Run 1, signal wires by layer:
Scale: 2 px per µm. Two of the layers only.
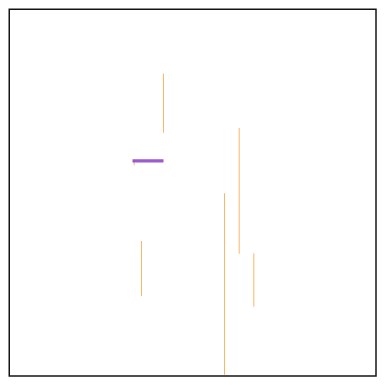
Run 1, signal wires on met1:
Scale: 3 px per µm. Supply wires on this layer in grey. Cells faint in the background.
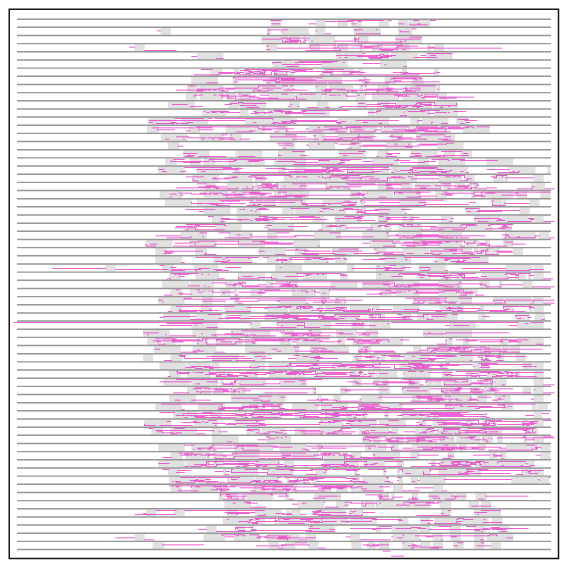
Run 1, where the registers sit:
Scale: 2 px per µm. Other sequential cells in the stronger grey, the rest of the logic in the fainter grey.
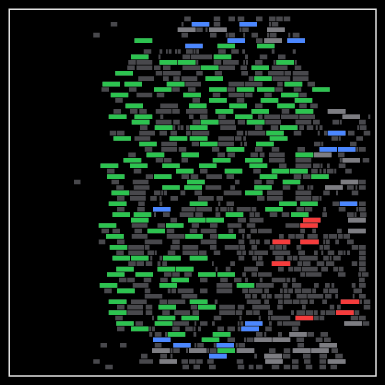
### src/rtl/regfile_rw_responder_pkg.sv
// rtl/regfile_rw_responder_pkg.sv - shared register-file widths and index-width helper
package regfile_rw_responder_pkg;

    localparam int NUM_REG_DEF     = 8;
    localparam int REG_BIT_DEF     = 16;
    localparam int INST_ID_BIT_DEF = 8;

    // Keeps a single-register file from collapsing to a zero-width index.
    function automatic int reg_id_bits(input int num_reg);
        return (num_reg <= 1) ? 1 : $clog2(num_reg);
    endfunction

endpackage

### src/rtl/regfile_rw_responder_if.sv
// rtl/regfile_rw_responder_if.sv - FU read-request, operand-feedback and write-back bundle
interface regfile_rw_responder_if
    import regfile_rw_responder_pkg::*;
#(
    parameter int NUM_REG     = NUM_REG_DEF,
    parameter int REG_BIT     = REG_BIT_DEF,
    parameter int INST_ID_BIT = INST_ID_BIT_DEF,
    parameter int REG_ID_BIT  = reg_id_bits(NUM_REG)
);

    logic                   read_req_vld;
    logic                   read_req_rdy;
    logic [REG_ID_BIT-1:0]  read_reg0_id;
    logic [REG_ID_BIT-1:0]  read_reg1_id;
    logic [REG_ID_BIT-1:0]  write_reg_id_nxt;
    logic                   read_fbk_vld;
    logic                   read_fbk_rdy;
    logic [REG_BIT-1:0]     read_reg0_val;
    logic [REG_BIT-1:0]     read_reg1_val;
    logic                   write_back_vld;
    logic                   write_back_rdy;
    logic [INST_ID_BIT-1:0] write_back_id;
    logic [REG_ID_BIT-1:0]  write_back_reg_id;
    logic [REG_BIT-1:0]     write_back_val;

    modport master (
        output read_req_vld, read_reg0_id, read_reg1_id, write_reg_id_nxt,
        output read_fbk_rdy,
        output write_back_vld, write_back_id, write_back_reg_id, write_back_val,
        input  read_req_rdy, read_fbk_vld, read_reg0_val, read_reg1_val,
        input  write_back_rdy
    );

    modport slave (
        input  read_req_vld, read_reg0_id, read_reg1_id, write_reg_id_nxt,
        input  read_fbk_rdy,
        input  write_back_vld, write_back_id, write_back_reg_id, write_back_val,
        output read_req_rdy, read_fbk_vld, read_reg0_val, read_reg1_val,
        output write_back_rdy
    );

endinterface

### src/rtl/regfile_rw_responder_dec.sv
// rtl/regfile_rw_responder_dec.sv - enabled one-hot decode of a register index
module regfile_rw_responder_dec #(
    parameter int NUM_REG    = 8,
    parameter int REG_ID_BIT = 3
) (
    input  logic                  en,
    input  logic [REG_ID_BIT-1:0] idx,
    output logic [NUM_REG-1:0]    onehot
);

    always_comb begin
        onehot = '0;
        // Indices past NUM_REG decode to nothing on non-power-of-two files.
        if (en && (int'(idx) < NUM_REG)) begin
            onehot[idx] = 1'b1;
        end
    end

endmodule

### src/rtl/regfile_rw_responder.sv
// rtl/regfile_rw_responder.sv - register file with busy tracking, operand forwarding and write-back retire
module regfile_rw_responder
    import regfile_rw_responder_pkg::*;
#(
    parameter int NUM_REG     = NUM_REG_DEF,
    parameter int REG_BIT     = REG_BIT_DEF,
    parameter int INST_ID_BIT = INST_ID_BIT_DEF,
    parameter int REG_ID_BIT  = reg_id_bits(NUM_REG)
) (
    input  logic                   clk,
    input  logic                   rst_n,
    regfile_rw_responder_if.slave  fu,
    output logic [NUM_REG-1:0]     busy_mask,
    output logic                   err_wb_not_busy,
    output logic [INST_ID_BIT-1:0] err_id,
    output logic                   idle
);

    logic [REG_BIT-1:0]     regs [NUM_REG];
    logic [NUM_REG-1:0]     busy;
    logic [NUM_REG-1:0]     busy_eff;
    logic [NUM_REG-1:0]     set_mask;
    logic [NUM_REG-1:0]     clr_mask;
    logic                   wb_vld;
    logic [REG_ID_BIT-1:0]  wb_reg;
    logic [REG_ID_BIT-1:0]  src0_id;
    logic [REG_ID_BIT-1:0]  src1_id;
    logic [REG_ID_BIT-1:0]  dst_id;
    logic [REG_BIT-1:0]     src0_val;
    logic [REG_BIT-1:0]     src1_val;
    logic                   req_rdy;
    logic                   accept;
    logic                   fbk_vld;
    logic [REG_BIT-1:0]     fbk_val0;
    logic [REG_BIT-1:0]     fbk_val1;
    logic                   err_flag;
    logic [INST_ID_BIT-1:0] err_id_q;

    assign wb_vld  = fu.write_back_vld;
    assign wb_reg  = fu.write_back_reg_id;
    assign src0_id = fu.read_reg0_id;
    assign src1_id = fu.read_reg1_id;
    assign dst_id  = fu.write_reg_id_nxt;

    regfile_rw_responder_dec #(
        .NUM_REG    (NUM_REG),
        .REG_ID_BIT (REG_ID_BIT)
    ) u_clr_dec (
        .en     (wb_vld),
        .idx    (wb_reg),
        .onehot (clr_mask)
    );

    regfile_rw_responder_dec #(
        .NUM_REG    (NUM_REG),
        .REG_ID_BIT (REG_ID_BIT)
    ) u_set_dec (
        .en     (accept),
        .idx    (dst_id),
        .onehot (set_mask)
    );

    // A same-cycle write-back releases its register before the hazard check.
    assign busy_eff = busy & ~clr_mask;
    assign req_rdy  = !busy_eff[src0_id] && !busy_eff[src1_id] && !busy_eff[dst_id]
                      && (!fbk_vld || fu.read_fbk_rdy);
    assign accept   = fu.read_req_vld && req_rdy;

    assign src0_val = (wb_vld && (wb_reg == src0_id)) ? fu.write_back_val : regs[src0_id];
    assign src1_val = (wb_vld && (wb_reg == src1_id)) ? fu.write_back_val : regs[src1_id];

    always_ff @(posedge clk or negedge rst_n) begin
        if (!rst_n) begin
            for (int i = 0; i < NUM_REG; i++) begin
                regs[i] <= '0;
            end
        end else if (wb_vld) begin
            regs[wb_reg] <= fu.write_back_val;
        end
    end

    // Destination set is ORed after the clear so a same-register accept wins.
    always_ff @(posedge clk or negedge rst_n) begin
        if (!rst_n) begin
            busy <= '0;
        end else begin
            busy <= (busy & ~clr_mask) | set_mask;
        end
    end

    always_ff @(posedge clk or negedge rst_n) begin
        if (!rst_n) begin
            fbk_vld  <= 1'b0;
            fbk_val0 <= '0;
            fbk_val1 <= '0;
        end else if (accept) begin
            fbk_vld  <= 1'b1;
            fbk_val0 <= src0_val;
            fbk_val1 <= src1_val;
        end else if (fu.read_fbk_rdy) begin
            fbk_vld  <= 1'b0;
        end
    end

    always_ff @(posedge clk or negedge rst_n) begin
        if (!rst_n) begin
            err_flag <= 1'b0;
            err_id_q <= '0;
        end else if (wb_vld && ((busy & clr_mask) == '0) && !err_flag) begin
            err_flag <= 1'b1;
            err_id_q <= fu.write_back_id;
        end
    end

    assign fu.read_req_rdy   = req_rdy;
    assign fu.read_fbk_vld   = fbk_vld;
    assign fu.read_reg0_val  = fbk_val0;
    assign fu.read_reg1_val  = fbk_val1;
    assign fu.write_back_rdy = 1'b1;

    assign busy_mask       = busy;
    assign err_wb_not_busy = err_flag;
    assign err_id          = err_id_q;
    assign idle            = (busy == '0) && !fbk_vld;

endmodule
### src/flat_wrapper.sv
// flat-port wrapper written by rule: the top's interface ports become plain ports
module regfile_rw_responder_flat import regfile_rw_responder_pkg::*;
#(
    parameter int NUM_REG     = NUM_REG_DEF,
    parameter int REG_BIT     = REG_BIT_DEF,
    parameter int INST_ID_BIT = INST_ID_BIT_DEF,
    parameter int REG_ID_BIT  = reg_id_bits(NUM_REG)
)
  (clk, rst_n, busy_mask, err_wb_not_busy, err_id, idle, fu_read_req_vld, fu_read_reg0_id, fu_read_reg1_id, fu_write_reg_id_nxt, fu_read_fbk_rdy, fu_write_back_vld, fu_write_back_id, fu_write_back_reg_id, fu_write_back_val, fu_read_req_rdy, fu_read_fbk_vld, fu_read_reg0_val, fu_read_reg1_val, fu_write_back_rdy);
  regfile_rw_responder_if #(.NUM_REG(NUM_REG), .REG_BIT(REG_BIT), .INST_ID_BIT(INST_ID_BIT), .REG_ID_BIT(REG_ID_BIT)) fu_i ();
  input  logic clk;
  input  logic rst_n;
  output logic [NUM_REG-1:0] busy_mask;
  output logic err_wb_not_busy;
  output logic [INST_ID_BIT-1:0] err_id;
  output logic idle;
  input wire logic [$bits(fu_i.read_req_vld)-1:0] fu_read_req_vld;
  input wire logic [$bits(fu_i.read_reg0_id)-1:0] fu_read_reg0_id;
  input wire logic [$bits(fu_i.read_reg1_id)-1:0] fu_read_reg1_id;
  input wire logic [$bits(fu_i.write_reg_id_nxt)-1:0] fu_write_reg_id_nxt;
  input wire logic [$bits(fu_i.read_fbk_rdy)-1:0] fu_read_fbk_rdy;
  input wire logic [$bits(fu_i.write_back_vld)-1:0] fu_write_back_vld;
  input wire logic [$bits(fu_i.write_back_id)-1:0] fu_write_back_id;
  input wire logic [$bits(fu_i.write_back_reg_id)-1:0] fu_write_back_reg_id;
  input wire logic [$bits(fu_i.write_back_val)-1:0] fu_write_back_val;
  output wire logic [$bits(fu_i.read_req_rdy)-1:0] fu_read_req_rdy;
  output wire logic [$bits(fu_i.read_fbk_vld)-1:0] fu_read_fbk_vld;
  output wire logic [$bits(fu_i.read_reg0_val)-1:0] fu_read_reg0_val;
  output wire logic [$bits(fu_i.read_reg1_val)-1:0] fu_read_reg1_val;
  output wire logic [$bits(fu_i.write_back_rdy)-1:0] fu_write_back_rdy;
  assign fu_i.read_req_vld = fu_read_req_vld;
  assign fu_i.read_reg0_id = fu_read_reg0_id;
  assign fu_i.read_reg1_id = fu_read_reg1_id;
  assign fu_i.write_reg_id_nxt = fu_write_reg_id_nxt;
  assign fu_i.read_fbk_rdy = fu_read_fbk_rdy;
  assign fu_i.write_back_vld = fu_write_back_vld;
  assign fu_i.write_back_id = fu_write_back_id;
  assign fu_i.write_back_reg_id = fu_write_back_reg_id;
  assign fu_i.write_back_val = fu_write_back_val;
  assign fu_read_req_rdy = fu_i.read_req_rdy;
  assign fu_read_fbk_vld = fu_i.read_fbk_vld;
  assign fu_read_reg0_val = fu_i.read_reg0_val;
  assign fu_read_reg1_val = fu_i.read_reg1_val;
  assign fu_write_back_rdy = fu_i.write_back_rdy;
  regfile_rw_responder #(.NUM_REG(NUM_REG), .REG_BIT(REG_BIT), .INST_ID_BIT(INST_ID_BIT), .REG_ID_BIT(REG_ID_BIT)) u_core (.clk(clk), .rst_n(rst_n), .fu(fu_i), .busy_mask(busy_mask), .err_wb_not_busy(err_wb_not_busy), .err_id(err_id), .idle(idle));
endmodule
### config.mk
export PLATFORM = sky130hd
export DESIGN_NAME = regfile_rw_responder_flat
export DESIGN_NICKNAME = d
export VERILOG_FILES = /design/src/rtl/regfile_rw_responder_pkg.sv /design/src/rtl/regfile_rw_responder_if.sv /design/src/rtl/regfile_rw_responder_dec.sv /design/src/rtl/regfile_rw_responder.sv /design/src/flat_wrapper.sv
export SDC_FILE = /design/constraint.sdc
export NUM_CORES = 1
export LEC_CHECK = 0
export CAP_MARGIN = 20
export CORE_MARGIN = 2
export CORE_UTILIZATION = 30
export DETAILED_ROUTE_END_ITERATION = 10
export HOLD_SLACK_MARGIN = 0.02
export PLACE_DENSITY_LB_ADDON = 0.3
export SYNTH_ARGS = -nofsm -noshare
export SYNTH_HDL_FRONTEND = slang
export SYNTH_HIERARCHICAL = 1
export SYNTH_SLANG_ARGS = --single-unit
export TNS_END_PERCENT = 10
### constraint.sdc
create_clock -name clk -period 2.5 [get_ports clk]
set_clock_uncertainty 0.15 [all_clocks]
set_input_delay 0.375 -clock clk [delete_from_list [all_inputs] [get_ports clk]]
set_output_delay 0.375 -clock clk [all_outputs]
set_load 0.01 [all_outputs]
==> deck_impl_summary.md, run 1 <==
Physical Implementation Snapshot

Pwr
  – Clock Power: around 2.7 mW
  – Largest power group: registers
  – NetSw: between 3 and 4 mW
  – P_leak: between 5 and 6 nW
  – Pwr dens: between 900 and 1000 nW/µm²
  – Total power: about 11 mW
  – Clock share of power: 0.251
  – Combinational power share: 0.350
  – Net Sw Frac: 0.301
  – Maximum VDD drop: around 0.31 mV

Final layout
  – Seq area share: 0.373
  – Signal buf overhead: 0.130
  – Share of layout cells above drive strength 1: 0.416
  – Post-route cell area: between 10000 and 15000 µm²
  – Largest register FFs: 128
  – Top cell class by occupied area: combinational gates
  – Comb area share: 0.395
  – Invs w/o clock: 35
  – Clkbuf count: 18
  – Logic cell area: about 4700 µm²
  – P&R area growth vs syn: 24.9%
  – Mi-comb count: 412

Route
  – Antenna Violating Nets Remaining: 0
  – Drt drc: 0
  – Iter 0 DRT Violations: 329
  – Vias/cell: 4.95
  – DR pass1 iterations: 4

Setup path
  – R2r worst-path depth: 7
  – CP Capture Type: primary output
  – Worst Path Arrival: 1.93 ns
  – CP max FO: 4
  – Setup Crit Path Kind: flop to primary output
  – FF-to-FF End: u_core/fu.read_reg1_val[9]
  – Element type at the critical path start: flop
  – CP startpoint: u_core/busy_mask[4]
  – Worst Path Required: slightly below 2 ns
  – Origin of the critical flop-to-flop path: u_core/busy_mask[0]
  – Register-to-register setup slack: ~0.15 ns

Logic synthesis
  – Post-synthesis register bit count: 178
  – Yosys Instances: between 600 and 700
  – Count of library flops with an enable pin: 0
  – Post-Synth Simple-Gate Area: 0.0637
  – Largest area contributor in the netlist: dfrtp_1
  – FFs w/ async S/R, synth: 1.00
  – Synth Flop Type: dfrtp_1
  – Yosys stat chip area: approximately 9600 µm²
  – Syn Inst Count: 684
  – Unique cell type count in the Yosys netlist: approximately 45
  – Post-synthesis net count: a little over 700
  – Adder share: 0
  – Synth logic family: multiplexers
  – Seq share, synth: 0.466
  – XORs/XNORs by Area: 0.00549
  – Main area contributors: dfrtp_1 (47%), mux2_2 (16%), mux4_2 (16%)
  – Post-synthesis instance area: between 9000 and 10000 µm²

STA
  – Worst Max-Slew Pin Slew: 0.513 ns
  – Worst slew margin: 0.658
  – Setup TNS Final: 0 ns
  – Slew Viols, Final: 0
  – Final worst slack: between 0.04 and 0.05 ns
  – RSZ-0062 raised after global routing: yes
  – Max Fclk: between 400 and 500 MHz

GRT
  – Grt ovf: 0
  – Initial antenna violation count: 1
  – Pin count of the biggest net entering global routing: ~52
  – First-pass GRT wire length: about 38 mm

CTS
  – Worst-path clk slew: approximately 0.07 ns
  – H-tree depth: 4
  – CTS Buf Count: 17
  – Root Driver: clkbuf_16

Placed design
  – Gp weighted congestion: 0.818
  – Buffers on Ports: about 92
  – Dpl ws: -0.826 ns
  – DP Area: 11300 µm²
  – DP HPWL: between 15 and 20 mm

Status
  – Outcome: finished, final reports clean

Die
  – Chip footprint: 33300 µm²
  – Placeable Area: 31500 µm²
  – Row cnt: ~65
  – Tapcells: between 400 and 500
  – Init Core Util: 0.304

Job
  – Max-Cap Viols: 0
  – OpenROAD warning count: 29

Hold path
  – Worst Hold Class: input pin to asynchronous set/reset pin
Back to the opening pictures, 'signal wires by layer':
Orange stands for met4, wire length 238 µm. Purple stands for met5, wire length 13.8 µm.
Avg WL per Cell: 19.7 µm
wirelength, routed: 23.9 mm
gr usage total: 0.151
Vias: 6019

Back to the opening pictures, 'signal wires on met1':
The wires run mostly horizontal. The layer carries 11100 µm of wire. The layer holds 47% of the routed length.
GR Util met1: 0.203

Back to the opening pictures, 'where the registers sit':
Green stands for u_core/regs, placed flops 128. Red stands for u_core/busy_mask, placed flops 8. Blue stands for u_core/fu.read_reg1_val, placed flops 16.
Another 26 sequential cells are not coloured.
P_seq: 4.31 mW
final core utilization: 0.380
Sequential cell area: 4460 µm²

run 1: worst min path at each step:
stage                      from             endpoint  depth (start not counted)
after floorplan           rst_n  u_core/busy_mask[0]                          0
after global placement    rst_n      u_core/regs[98]                          1
after detailed placement  rst_n      u_core/regs[98]                          1
after CTS                 rst_n      u_core/regs[81]                          2
after global routing      rst_n      u_core/regs[98]                          2
final                     rst_n      u_core/regs[98]                          2
run 1: per-layer routing:
metal,global-route usage,share of wire,vias up
li1,-,-,2766
met1,0.203,0.47,3142
met2,0.249,0.49,93
met3,0.0307,0.035,16
met4,0.0403,0.0099,2
met5,0,0.00054,-
run 1: critical path, cell delays in order, from the launching register on:
cell,delay (ns)
dfrtp_2,0.45
nand2b_4,0.08
mux4_2,0.47
o221a_1,0.24
nand2_1,0.08
nor3_2,0.04
buf_2,0.14
run 1: cells in the final DEF, fill, tap and decap left out, types with 4 or more instances in the layout:
| master | count |
|---|---|
| buf_2 | 8 |
| dfrtp_1 | 175 |
| nand2b_1 | 10 |
| buf_4 | 49 |
| inv_1 | 35 |
| clkinvlp_4 | 4 |
| and4b_2 | 4 |
| clkdlybuf4s50_1 | 80 |
| buf_12 | 15 |
| nand2b_4 | 4 |
| nand2_1 | 36 |
| mux2i_1 | 66 |
| and4bb_1 | 4 |
| xnor2_1 | 6 |
| clkbuf_16 | 17 |
| mux2_2 | 138 |
| o21ai_0 | 33 |
| mux4_2 | 67 |
run 1: what timing repair did:
item | CTS | global route
gates resized | 26 | 7
hold buffers | 1 | 0
setup endpoints to repair | 43 | 2
buffers inserted | 0 | 0
endpoints found under the hold margin | 48 | 0
run 1: stage by stage:
stage                     cells  hold slack, ns
final                      1215           0.313
after global routing       1215           0.337
after CTS                  1215           0.314
after detailed placement   1182           0.217
after global placement     1182           0.217
after floorplan             684         -0.0706
==> inputs of run 2 (changes only) <==
--- a/config.mk
+++ b/config.mk
@@ -5,6 +5,7 @@
 export SDC_FILE = /design/constraint.sdc
 export NUM_CORES = 1
 export LEC_CHECK = 0
+export ABC_CLOCK_PERIOD_IN_PS = 2500
 export CAP_MARGIN = 20
 export CORE_MARGIN = 2
 export CORE_UTILIZATION = 30
Run 2, where the registers sit:
Scale: 2 px per µm. Other sequential cells in the stronger grey, the rest of the logic in the fainter grey.
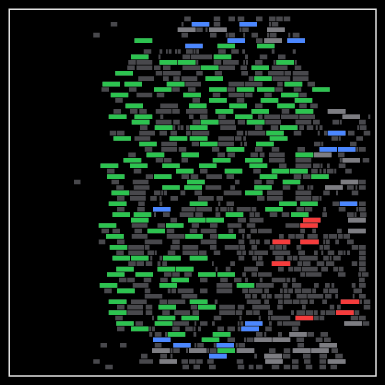
Blue stands for u_core/fu.read_reg1_val, placed flops 16. Green stands for u_core/regs, placed flops 128. Red stands for u_core/busy_mask, placed flops 8.
Seq area share: 0.373

Run 2, routing congestion map:
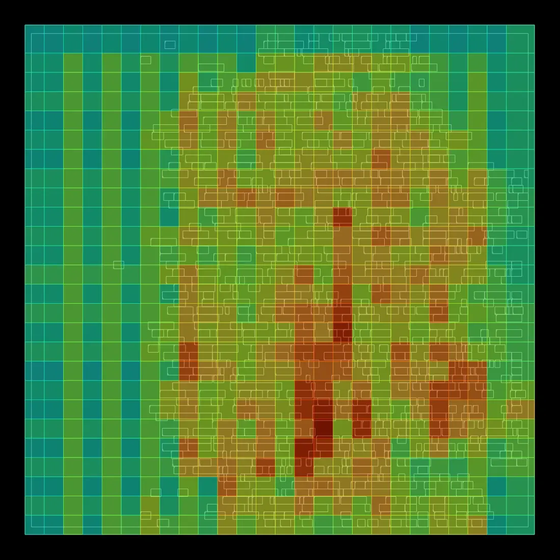
met3 global-route usage: 0.0307
busiest layer in global routing: met2
met2 usage: 0.249

Run 2, signal wires by layer:
Scale: 2 px per µm. Two of the layers only.
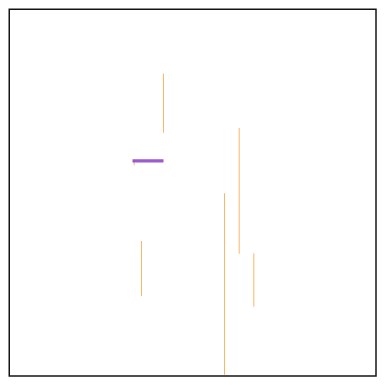
Purple stands for met5, wire length 13.8 µm. Orange stands for met4, wire length 238 µm.

==> run 2 against run 1 <==
Effect of this change:
- clock power about the same
- sequential power barely moved
- hold slack unchanged
- largest cell class unchanged
- setup slack unchanged
- critical path depth unchanged
- first-iteration DRC count stayed put
==> deck_impl_summary.md, run 2 <==
Physical Implementation Snapshot

Status
  – Outcome: finished, final reports clean (unchanged)

Setup path
  – CP max FO: 4 (unchanged)
  – Buffer and inverter count on the worst path: 1 (unchanged)
  – Element type at the critical path start: flop (unchanged)
  – Worst Path Arrival: 1.93 ns (about the same)
  – Slowest-stage cell, CP: mux4_2 (unchanged)
  – Setup Crit Path Kind: flop to primary output (unchanged)
  – CP max stage delay: 0.47 ns (about the same)

Final layout
  – Commonest Layout Cell: dfrtp_1 (unchanged)
  – Share of layout cells above drive strength 1: 0.416 (unchanged)
  – P&R area growth vs syn: 24.9% (unchanged)
  – Fin cells: 1215 (unchanged)
  – Largest register FFs: 128 (unchanged)

STA
  – RSZ-0062 raised after global routing: yes (unchanged)
  – Slew Viols, Final: 0 (unchanged)
  – Worst Max-Slew Pin Slew: 0.513 ns (unchanged)

Route
  – Vias: 6019 (unchanged)
  – Antenna Violating Nets Remaining: 0 (unchanged)
  – Avg WL per Cell: 19.7 µm (unchanged)
  – Vias/cell: 4.95 (unchanged)
  – Drt drc: 0 (unchanged)

Logic synthesis
  – Post-synthesis instance area: 9570 µm² (unchanged)
  – Seq share, synth: 0.466 (unchanged)
  – FFs w/ async S/R, synth: 1.00 (unchanged)
  – XORs/XNORs by Area: 0.00549 (unchanged)
  – Largest area contributor in the netlist: dfrtp_1 (unchanged)
  – Post-synthesis net count: 725 (unchanged)
  – Post-Synth Simple-Gate Area: 0.0637 (unchanged)
  – Count of library flops with an enable pin: 0 (unchanged)
  – Yosys Instances: 684 (unchanged)
  – Adder share: 0 (unchanged)
  – Yosys stat chip area: 9570 µm² (unchanged)
  – Main area contributors: dfrtp_1 (47%), mux2_2 (16%), mux4_2 (16%) (unchanged)

CTS
  – H-tree depth: 4 (unchanged)
  – Post-CTS Hold Buffers: 1 (unchanged)
  – Post-CTS sizing: 26 (unchanged)
  – Setup Fix Bufs, Post-CTS: 0 (unchanged)
  – CTS Buf Count: 17 (unchanged)
  – Root Driver: clkbuf_16 (unchanged)

Die
  – Row cnt: 65 (unchanged)
  – Placeable Area: 31500 µm² (unchanged)
  – Init Core Util: 0.304 (unchanged)

Pwr
  – Total power: 10.8 mW (unchanged)
  – Pwr dens: 904 nW/µm² (unchanged)

GRT
  – Initial antenna violation count: 1 (unchanged)
  – Grt ovf: 0 (unchanged)
  – Gr usage total: 0.151 (unchanged)

Placed design
  – Gp weighted congestion: 0.818 (unchanged)
  – Dpl ws: -0.826 ns (unchanged)
  – DP HPWL: 15.5 mm (unchanged)

Job
  – OpenROAD warning count: 29 (unchanged)
-- run 2: report_power, final --
group          internal [mW]  switching (mW)  total, mW  leakage (nW)
Clock                   1.51            1.20       2.71         0.281
Combinational           2.29            1.49       3.78          2.62
Sequential              3.75           0.566       4.31          2.14
Total                   7.55            3.25       10.8          5.04
-- run 2: worst paths after layout --
check	start	end	cells past startpoint
worst max-delay path	u_core/busy_mask[4]	fu_read_req_rdy	6
worst min register to register	u_core/err_id[3]	u_core/err_id[3]	1
min in group clk	u_core/err_id[3]	u_core/err_id[3]	1
worst min-delay path	rst_n	u_core/regs[98]	2
max in group asynchronous	rst_n	u_core/busy_mask[4]	3
worst max register to register	u_core/busy_mask[0]	u_core/fu.read_reg1_val[9]	7
-- run 2: cell families after synthesis --
family	Yosys count
AND-OR/OR-AND	42
XOR/XNOR	6
AND/OR/NAND/NOR	91
buffers and inverters	94
other	1
multiplexers	272
flip-flops	178
-- run 2: layout make-up --
| class | instances | share of cell area |
|---|---|---|
| clock buffers | 18 | 0.0368 |
| clock inverters | 14 | 0.0130 |
| inverters | 35 | 0.0110 |
| multi-input cells | 412 | 0.395 |
| flip-flops and latches | 178 | 0.373 |
| well taps | 402 | 0.0421 |
| repair buffers | 156 | 0.130 |
-- run 2: per-stage QoR --
step                area, µm²  hold slack [ns]
floorplan                9580          -0.0706
global placement        11300            0.217
detailed placement      11300            0.217
CTS                     11900            0.314
global route            11900            0.337
finish                  11900            0.313
-- run 2: per-layer routing --
metal | global-route usage | share of wire | vias up
li1 | - | - | 2766
met1 | 0.203 | 0.47 | 3142
met2 | 0.249 | 0.49 | 93
met3 | 0.0307 | 0.035 | 16
met4 | 0.0403 | 0.0099 | 2
met5 | 0 | 0.00054 | -
Power figures rest on the tool's default switching activity, not on a simulated workload.
